[config.mk]
export PLATFORM = sky130hd
export DESIGN_NAME = dmx_rx_slot_writer_flat
export DESIGN_NICKNAME = d
export VERILOG_FILES = /design/src/rtl/dmx_rx_slot_writer_if.sv /design/src/rtl/dmx_rx_slot_writer.sv /design/src/flat_wrapper.sv
export SDC_FILE = /design/constraint.sdc
export NUM_CORES = 1
export LEC_CHECK = 0
export CORE_ASPECT_RATIO = 0.7
export CORE_UTILIZATION = 55
export CTS_CLUSTER_SIZE = 28
export DETAILED_ROUTE_END_ITERATION = 10
export PLACE_DENSITY = 0.75
export SLEW_MARGIN = 20
export SYNTH_ARGS = -nofsm -noshare
export SYNTH_HDL_FRONTEND = slang
export SYNTH_SLANG_ARGS = --single-unit
[constraint.sdc]
create_clock -name clk -period 3.5 [get_ports clk]
set_clock_uncertainty 0.05 [all_clocks]
set_input_delay 0.7 -clock clk [delete_from_list [all_inputs] [get_ports clk]]
set_output_delay 0.7 -clock clk [all_outputs]
set_load 0.01 [all_outputs]
[src/rtl/dmx_rx_slot_writer_if.sv]
// EBR write port between the DMX receiver and the dimming-data RAM.
// One strobe per received byte; address 0 is the start code.
interface dmx_rx_slot_writer_if;
    logic       wr_en;
    logic [9:0] wr_addr;
    logic [7:0] wr_data;

    modport master (
        output wr_en,
        output wr_addr,
        output wr_data
    );

    modport slave (
        input wr_en,
        input wr_addr,
        input wr_data
    );
endinterface

[src/rtl/dmx_rx_slot_writer.sv]
// DMX512 receive front end: break/MAB detection, 8N2 byte decoding,
// and slot writes into the dimming-data EBR (addr 0 = start code).
module dmx_rx_slot_writer #(
    parameter int CLK_FREQ     = 12000000,
    parameter int BAUD_RATE    = 250000,
    parameter int BREAK_MIN_US = 88,
    parameter int MAB_MIN_US   = 8,
    parameter bit NULL_SC_ONLY = 1'b0
) (
    input  logic                   clk,
    input  logic                   rst_n,
    input  logic                   enable,
    input  logic                   dmx_in,
    dmx_rx_slot_writer_if.master   wr,
    output logic                   frame_done,
    output logic [9:0]             slot_count,
    output logic [7:0]             start_code,
    output logic                   rx_err,
    output logic                   busy
);
    localparam int CLKS_PER_BIT = CLK_FREQ / BAUD_RATE;
    localparam int HALF_BIT     = CLKS_PER_BIT / 2;
    localparam int BREAK_CLKS   = BREAK_MIN_US * (CLK_FREQ / 1000) / 1000;
    localparam int MAB_CLKS     = MAB_MIN_US * (CLK_FREQ / 1000) / 1000;
    localparam int LW = $clog2(BREAK_CLKS + 1);
    localparam int TW = $clog2(MAB_CLKS + CLKS_PER_BIT + 1);

    localparam logic [LW-1:0] LR_MAX = LW'(BREAK_CLKS);
    localparam logic [LW-1:0] LR_PRE = LW'(BREAK_CLKS - 1);
    localparam logic [TW-1:0] BT_MAX = '1;
    localparam logic [TW-1:0] BT_MAB = TW'(MAB_CLKS);
    localparam logic [TW-1:0] BT_HALF = TW'(HALF_BIT);
    localparam logic [TW-1:0] BT_BIT = TW'(CLKS_PER_BIT);
    localparam logic [TW-1:0] BT_ONE = TW'(1);

    localparam logic [2:0] IDLE     = 3'd0;
    localparam logic [2:0] BREAK    = 3'd1;
    localparam logic [2:0] MAB      = 3'd2;
    localparam logic [2:0] START    = 3'd3;
    localparam logic [2:0] DATA     = 3'd4;
    localparam logic [2:0] STOP     = 3'd5;
    localparam logic [2:0] GAP      = 3'd6;
    localparam logic [2:0] WAIT_BRK = 3'd7;

    logic          sync1;
    logic          rx_s;
    logic          rx_q;
    logic [LW-1:0] low_run;
    logic [TW-1:0] bt;
    logic [2:0]    state;
    logic [2:0]    bit_idx;
    logic [7:0]    sr;
    logic [9:0]    byte_idx;
    logic          last_pend;
    logic          fall;
    logic          brk_now;

    assign fall = rx_q & ~rx_s;
    // low_run reaches the break threshold on the coming edge
    assign brk_now = ~rx_s & (low_run == LR_PRE);

    // Two-stage synchronizer, plus a delayed copy for edge detection
    always_ff @(posedge clk or negedge rst_n) begin
        if (!rst_n) begin
            sync1 <= 1'b1;
            rx_s  <= 1'b1;
            rx_q  <= 1'b1;
        end else begin
            sync1 <= dmx_in;
            rx_s  <= sync1;
            rx_q  <= rx_s;
        end
    end

    // Saturating count of consecutive low line cycles
    always_ff @(posedge clk or negedge rst_n) begin
        if (!rst_n) begin
            low_run <= '0;
        end else if (rx_s) begin
            low_run <= '0;
        end else if (low_run != LR_MAX) begin
            low_run <= low_run + 1'b1;
        end
    end

    // Frame FSM, byte assembly and EBR write / status generation
    always_ff @(posedge clk or negedge rst_n) begin
        if (!rst_n) begin
            state      <= IDLE;
            bt         <= '0;
            bit_idx    <= '0;
            sr         <= '0;
            byte_idx   <= '0;
            last_pend  <= 1'b0;
            wr.wr_en   <= 1'b0;
            wr.wr_addr <= '0;
            wr.wr_data <= '0;
            frame_done <= 1'b0;
            slot_count <= '0;
            start_code <= '0;
            rx_err     <= 1'b0;
            busy       <= 1'b0;
        end else begin
            wr.wr_en   <= 1'b0;
            frame_done <= 1'b0;
            rx_err     <= 1'b0;
            last_pend  <= 1'b0;
            if (bt != BT_MAX) bt <= bt + 1'b1;
            if (!enable) begin
                state <= IDLE;
                busy  <= 1'b0;
            end else begin
                if (last_pend) begin
                    frame_done <= 1'b1;
                    slot_count <= 10'd512;
                end
                if (brk_now && state != BREAK) begin
                    state <= BREAK;
                    busy  <= 1'b0;
                    if (busy && byte_idx != 10'd0) begin
                        frame_done <= 1'b1;
                        slot_count <= byte_idx - 10'd1;
                    end
                end else begin
                    unique case (state)
                        IDLE: ;
                        BREAK: begin
                            if (rx_s) begin
                                state <= MAB;
                                bt    <= BT_ONE;
                            end
                        end
                        MAB: begin
                            if (fall) begin
                                if (bt >= BT_MAB) begin
                                    state    <= START;
                                    bt       <= BT_ONE;
                                    busy     <= 1'b1;
                                    byte_idx <= '0;
                                end else begin
                                    state <= IDLE;
                                end
                            end
                        end
                        START: begin
                            if (bt == BT_HALF) begin
                                if (rx_s) begin
                                    state <= IDLE;
                                    busy  <= 1'b0;
                                end else begin
                                    state   <= DATA;
                                    bt      <= BT_ONE;
                                    bit_idx <= '0;
                                end
                            end
                        end
                        DATA: begin
                            if (bt == BT_BIT) begin
                                sr      <= {rx_s, sr[7:1]};
                                bt      <= BT_ONE;
                                bit_idx <= bit_idx + 1'b1;
                                if (bit_idx == 3'd7) state <= STOP;
                            end
                        end
                        STOP: begin
                            if (bt == BT_BIT) begin
                                if (!rx_s) begin
                                    state <= WAIT_BRK;
                                end else begin
                                    if (byte_idx == 10'd0) start_code <= sr;
                                    if (NULL_SC_ONLY && byte_idx == 10'd0
                                        && sr != 8'h00) begin
                                        state <= IDLE;
                                        busy  <= 1'b0;
                                    end else begin
                                        wr.wr_en   <= 1'b1;
                                        wr.wr_addr <= byte_idx;
                                        wr.wr_data <= sr;
                                        byte_idx   <= byte_idx + 10'd1;
                                        if (byte_idx == 10'd512) begin
                                            state     <= IDLE;
                                            busy      <= 1'b0;
                                            last_pend <= 1'b1;
                                        end else begin
                                            state <= GAP;
                                        end
                                    end
                                end
                            end
                        end
                        GAP: begin
                            if (fall) begin
                                state <= START;
                                bt    <= BT_ONE;
                            end
                        end
                        WAIT_BRK: begin
                            if (rx_s) begin
                                rx_err <= 1'b1;
                                busy   <= 1'b0;
                                state  <= IDLE;
                            end
                        end
                        default: state <= IDLE;
                    endcase
                end
            end
        end
    end
endmodule

[src/flat_wrapper.sv]
// flat-port wrapper written by rule: the top's interface ports become plain ports
module dmx_rx_slot_writer_flat 
#(
    parameter int CLK_FREQ     = 12000000,
    parameter int BAUD_RATE    = 250000,
    parameter int BREAK_MIN_US = 88,
    parameter int MAB_MIN_US   = 8,
    parameter bit NULL_SC_ONLY = 1'b0
)
  (clk, rst_n, enable, dmx_in, frame_done, slot_count, start_code, rx_err, busy, wr_wr_en, wr_wr_addr, wr_wr_data);
  dmx_rx_slot_writer_if wr_i ();
  input  logic clk;
  input  logic rst_n;
  input  logic enable;
  input  logic dmx_in;
  output logic frame_done;
  output logic [9:0] slot_count;
  output logic [7:0] start_code;
  output logic rx_err;
  output logic busy;
  output wire logic [$bits(wr_i.wr_en)-1:0] wr_wr_en;
  output wire logic [$bits(wr_i.wr_addr)-1:0] wr_wr_addr;
  output wire logic [$bits(wr_i.wr_data)-1:0] wr_wr_data;
  assign wr_wr_en = wr_i.wr_en;
  assign wr_wr_addr = wr_i.wr_addr;
  assign wr_wr_data = wr_i.wr_data;
  dmx_rx_slot_writer #(.CLK_FREQ(CLK_FREQ), .BAUD_RATE(BAUD_RATE), .BREAK_MIN_US(BREAK_MIN_US), .MAB_MIN_US(MAB_MIN_US), .NULL_SC_ONLY(NULL_SC_ONLY)) u_core (.clk(clk), .rst_n(rst_n), .enable(enable), .dmx_in(dmx_in), .wr(wr_i), .frame_done(frame_done), .slot_count(slot_count), .start_code(start_code), .rx_err(rx_err), .busy(busy));
endmodule
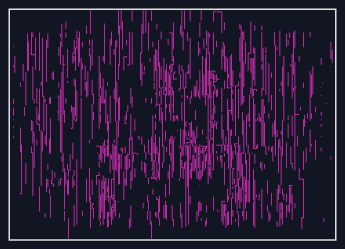
Run 1: metal 2
Scale: 3 px per um.
longest straight run: 36.7 um
main direction: vertical
wire length on this layer: 3920 um
share of all routed wire: 43%

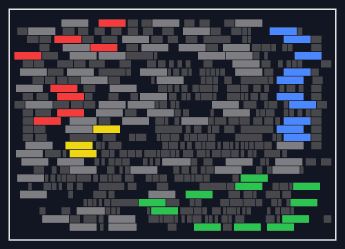
Run 1: register map, names as in the netlist
Scale: 3 px per um. Other sequential cells in the stronger gray, the rest of the logic in the fainter gray.
[`u_core.slot_count`] blue | placed flops: 10
[`u_core.low_run`] green | placed flops: 11
[`u_core.bit_idx`] yellow | placed flops: 3
[`u_core.start_code`] red | placed flops: 8

==> reports/summary.log, run 1 <==
[global_route] routing layer with the top usage in global route met1
[die] number of top-level design ports 44
[setup_path] arrival time at the worst endpoint 2810 ps
[clocking] Post-CTS Hold Fix Bufs 0
[placed_design] post-placement cell count 527
[clocking] cts bufs inserted 9
[power_and_ir_drop] Seq power 1.14 mW
[final_layout] number of antenna diodes 0
[final_layout] most common cell after layout, fill and taps aside dfrtp_1
[placed_design] count of input and output buffers 43
[final_layout] share of final-layout standard cells stronger than drive strength 1 15.3%
[logic_synthesis] post-synthesis cell type with the largest combined area dfrtp_1
[final_layout] multi-input combinational area share 39.0%
[sta] actual transition at the worst max-transition pin 751 ps
[power_and_ir_drop] power share of the sequential group 48.5%
[sta] final period demand of the worst path 2630 ps
[logic_synthesis] number of cells in Yosys stat 407
[final_layout] area added between synthesis and finish 17.7%
[global_route] largest net degree at the start of global routing 57
[final_layout] total of plain and repair buffers excluding clock buffers 47
[placed_design] final RePlAce weighted congestion 0.875
[setup_path] source of the critical timing path u_core.bt[0]$_DFF_PN0_
[logic_synthesis] most numerous cell types in the synthesized netlist dfrtp_1 (84), nor2_1 (31), o21ai_0 (30)
[sta] final period utilization 75.1%
[setup_path] Worst Reg-to-Reg Cells 7
[power_and_ir_drop] cell-internal power 1.73 mW
[final_layout] NonClk Buf Share 8.93%
[sta] hold slack 317 ps
[setup_path] slowest CP cell or2_1
[final_layout] non-filler cells, final 543
[logic_synthesis] register bit total from synthesis 87
[final_layout] nonclk inv count 16
[logic_synthesis] AND/OR/NAND/NOR Cells, Area Fraction 17.9%
[global_route] GRT overflow 0
[detailed_routing] Routed met1 length 4520 um
[sta] remaining max-slew budget at the tightest pin 49.7%
[run_status] result of the run completed
[power_and_ir_drop] largest power group sequential cells
[setup_path] CP Cell Sequence inv_1 -> ha_1 -> nor4b_4 -> and4_1 -> o211ai_1 -> or2_1 -> o41ai_1
[die] effective utilization at floorplan 58.2%
[detailed_routing] wirelength, routed 9080 um
[detailed_routing] number of vias in the routed layout 3187
[final_layout] Final clock-cell share 6.00%
[final_layout] Logic Gate Count 279
[power_and_ir_drop] power density over the cells 458 nW/um^2
[die] tap cells 98
[setup_path] capture point of the critical path u_core.byte_idx[8]$_DFFE_PN0P_
[detailed_routing] 1st-iter DRT viols 222
[setup_path] worst setup path category reg -> reg
[logic_synthesis] Yosys chip area 4360 um^2
[detailed_routing] number of detailed-routing iterations run before antenna repair 5
[die] Core Footprint 7480 um^2
[sta] unrepaired setup endpoints after global routing false
[global_route] first-pass GRT wire length 15700 um
[detailed_routing] top routing layer used met4
[power_and_ir_drop] worst IR drop on VDD 298 uV
[setup_path] critical path capture point type register
[power_and_ir_drop] Comb pwr share 9.5%
[final_layout] register area 2180 um^2
[logic_synthesis] synthesized-area fraction occupied by ao, oa, aoi and oai cells 12.0%
[placed_design] sum of net half-perimeters after detailed placement 6090 um
[logic_synthesis] sequential fraction of the synthesis area 50.1%
[setup_path] reg2reg setup slack 870 ps
[worst_hold_path] hold-critical path depth 0
[power_and_ir_drop] Final Total Pwr 2.35 mW
[sta] total negative setup slack 0 ps
[setup_path] Critical Path Fanout Max 12
[power_and_ir_drop] power in combinational cells 224 uW
[logic_synthesis] largest family of logic cells by area simple AND/OR/NAND/NOR gates
[final_layout] flip-flop count of the largest register after layout 11
[global_route] met1 usage 36.8%
[clocking] clock slew at the register clock pins of the worst setup and hold paths 70 ps
[final_layout] largest register by flop count u_core.low_run
[clocking] Post-CTS Setup Repair Bufs 0
[power_and_ir_drop] part of the power in the clock network 42.0%
[global_route] met3 Usage GRT 7.19%
[clocking] count of H-tree levels built during CTS 3
[logic_synthesis] Top-area cell share 48.3%
[sta] final tally of max-slew violations 0
[die] floorplan die height 76.5 um
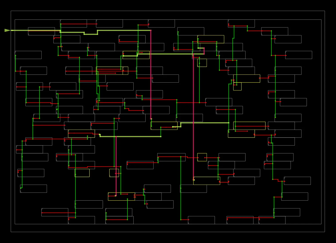
Run 1: clock routing
power consumed by the clock network: 985 uW
count of sequential standard cells: 87
clk_lat worst skew: 340 ps
CTS sink cnt: 87
clock buf count: 10

Run 1, supply network:
Scale: 3 px per um. Pins as bars on the die edge.
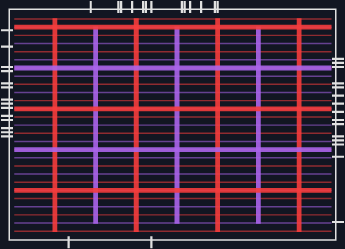

==> run 1 -> run 2 <==
Settings changed: CORE_UTILIZATION 55 to 51, PLACE_DENSITY 0.75 to 0.74.
Clock period 3.5 ns to 2.25 ns, I/O delays scaled along.
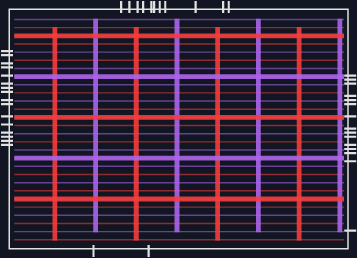
Run 2: supply network
Scale: 3 px per um. Pins as bars on the die edge.
[VSS] red
[VDD] purple
met1 rails: 28
signal pins: 44
rows: 27
met4 straps: 8
met5 straps: 5
worst IR drop on VDD: 522 uV
Core Footprint: 8070 um^2
floorplan die height: 79.3 um
die boundary width: 112 um

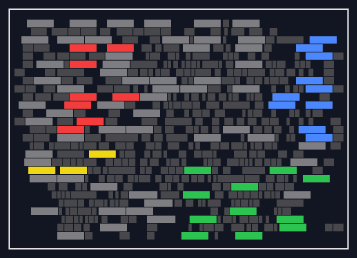
Run 2: register map, names as in the netlist
Scale: 3 px per um. Other sequential cells in the stronger gray, the rest of the logic in the fainter gray.
flop share of the area: 39.2%
post-route core utilization: 68.8%
register area: 2180 um^2
Seq power: 1.71 mW

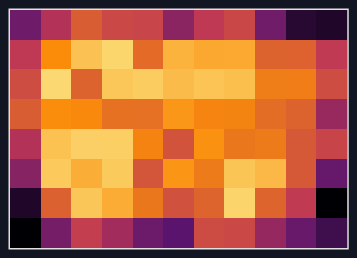
Run 2: placement density heat map
Scale: 3 px per um. The die is cut into 11 by 8 equal tiles; black is low, pale yellow is high, 0 to 100% covered.
mean over tiles: 61%
tiles over 75% full: 30%
fullest tile: 92%
nearly empty tiles: 2.3%
effective utilization at floorplan: 53.9%

==> run 2 against run 1 <==
The run now ends with negative setup slack left. Synthesized cell count did not move. Sequential power rose by about 50%. Total power rose by 58%. Core utilization rose by 0.31 points. Via count rose by 4.9%. Worst setup slack got worse by 990 ps. Sequential share of layout area fell by 3.3 points. Routed wire length rose by 8.4%. Highest routed layer unchanged.
==> reports/summary.log, run 2 <==
[logic_synthesis] most numerous cell types in the synthesized netlist dfrtp_1 (84), nor2_1 (31), o21ai_0 (30)
[power_and_ir_drop] power share of the sequential group 46.2% [-2.3 points]
[final_layout] flip-flop count of the largest register after layout 11 [unchanged]
[clocking] Post-CTS Hold Fix Bufs 1 [+1]
[final_layout] clock buf count 9 [-1]
[final_layout] total of plain and repair buffers excluding clock buffers 90 [+91%]
[final_layout] largest register by flop count u_core.low_run
[logic_synthesis] sequential fraction of the synthesis area 50.1% [unchanged]
[setup_path] capture point of the critical path u_core.start_code[3]$_DFFE_PN0P_
[clocking] cts bufs inserted 9 [unchanged]
[sta] remaining max-slew budget at the tightest pin 72.8% [+23 points]
[final_layout] count of sequential standard cells 87 [unchanged]
[detailed_routing] 1st-iter DRT viols 209 [-5.9%]
[power_and_ir_drop] power in combinational cells 501 uW [+120%]
[run_status] result of the run finished with violations
[die] number of top-level design ports 44 [unchanged]
[sta] final setup slack of the worst path -115 ps
[logic_synthesis] post-synthesis cell type with the largest combined area dfrtp_1
[detailed_routing] Routed met1 length 5040 um [+11%]
[worst_hold_path] hold-critical path depth 0 [unchanged]
[sta] total negative setup slack -2020 ps [-2020 ps]
[placed_design] final RePlAce weighted congestion 0.948 [+8.3%]
[global_route] met3 Usage GRT 6.87% [-0.32 points]
[sta] final setup violating endpoints 27
[detailed_routing] number of detailed-routing iterations run before antenna repair 5 [unchanged]
[final_layout] area added between synthesis and finish 27.6%
[global_route] GRT overflow 0 [unchanged]
[final_layout] multi-input combinational area share 37.7% [-1.2 points]
[detailed_routing] wirelength, routed 9840 um [+8.4%]
[logic_synthesis] synthesized-area fraction occupied by ao, oa, aoi and oai cells 12.0% [unchanged]
[setup_path] source of the critical timing path u_core.low_run[6]$_DFFE_PN0P_
[setup_path] Worst Reg-to-Reg Cells 5 [-2]
[setup_path] critical path capture point type register
[placed_design] sum of net half-perimeters after detailed placement 6780 um [+11%]
[global_route] largest net degree at the start of global routing 32 [-44%]
[power_and_ir_drop] Comb pwr share 13.6% [+4.1 points]
[run_status] violated checks negative setup slack
[power_and_ir_drop] power density over the cells 665 nW/um^2 [+45%]
[global_route] routing layer with the top usage in global route met1
[final_layout] share of final-layout standard cells stronger than drive strength 1 23.6% [+8.3 points]
[final_layout] most common cell after layout, fill and taps aside dfrtp_1
Power is estimated from default activity; no workload was simulated.
